Design mem_port_arbiter_flat, sky130hd; sources not shown.
Fig. 1: register map, names as in the netlist
(4 px per um) Other sequential cells in the stronger gray, the rest of the logic in the fainter gray.
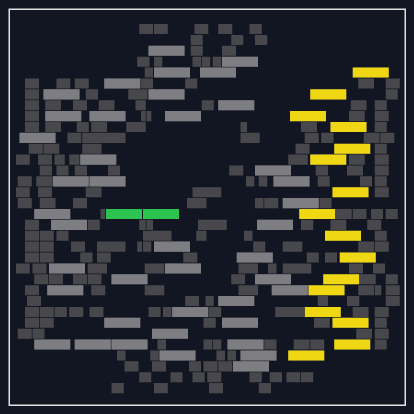
u_core.bus.rdata -> yellow  # sequential cells 16
u_core.state -> green  # sequential cells 2
Seq. pwr: 1.86 mW
Finished Core Util: 41.0%

Fig. 2: drive-strength map
(4 px per um)
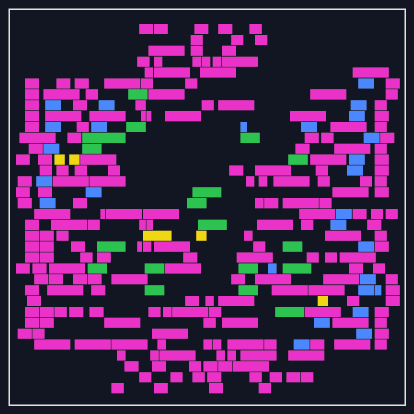
_2 cells -> blue  # cells 27, most used mux2_2
_0 and _1 cells -> magenta  # cells 217, most used clkdlybuf4s50_1
_3 and _4 cells -> yellow  # cells 5, most used buf_4
_6 and larger -> green  # cells 18, most used clkbuf_8
Non-Filler Cell Area, Final: 3650 sq um
Area Growth Syn to Fin: 77.6%
final setup slack of the worst path: 0.0713 ns

==> summary.txt <==
Notes on the flow outputs.

- The aggregate routed wire length reads 5060 um.
- The post-route minimum period is about 1.3 ns.
- The first global-routing pass estimated ~8300 um of wire.
- The post-placement cell count reads 360.
- The via-per-instance ratio reads 4.17.
- In the final timing run, aggregate negative setup slack is 0 ns.
- The stat command in Yosys gives a chip area of a little over 2000 sq um.
- Global routing used 11.5% of the available tracks.
- The root buffer selected by CTS reads sky130_fd_sc_hd__clkbuf_8.
- The run finished with clean final reports.
- The start-to-end type of the worst setup path is reg -> out.
- The clock net sink count is approximately 59.
- The sequential element share of the synthesized area is between 70% and 80%.
- The report lists the cells along the critical path as dlygate4sd2_1.
- By instance count after routing, the leading logic cell types are sky130_fd_sc_hd__clkdlybuf4s50_1, sky130_fd_sc_hd__dfrtp_1, sky130_fd_sc_hd__dlygate4sd2_1, sky130_fd_sc_hd__and2_1, sky130_fd_sc_hd__mux2_2.
- The number of nets handed over by synthesis was 197.
- The fraction of synthesized area in multiplexers is 8.78%.
- In the Yosys stats the netlist draws on 16 distinct library cells.
- During placement, the flow inserted port buffers numbering about 120.
- The number of cells on the critical path reads 1.
==> layer usage <==
layer / vias up / part of all wire [%]
met2: 97 / 46
met4: 0 / 1.1
met1: 736 / 40
li1: 726 / -
met3: 5 / 12
met5: - / 0
==> layout make-up <==
class | count | area (sq um) | area share (%)
Clock buffer | 12 | 165 | 4.53
Clock inverter | 2 | 35.0 | 0.961
Inverter | 2 | 7.51 | 0.206
Multi-Input combinational cell | 58 | 520 | 14.3
Sequential cell | 59 | 1480 | 40.5
Tap cell | 108 | 135 | 3.70
Timing Repair Buffer | 134 | 1310 | 35.8
==> where the power goes <==
part | switching, mW | leakage [nW] | internal, mW
clock network | 0.607 | 0.104 | 0.945
registers | 0.0381 | 0.728 | 1.82
logic | 0.188 | 0.894 | 0.398
Power figures rest on the tool's default switching activity, not on a simulated workload.
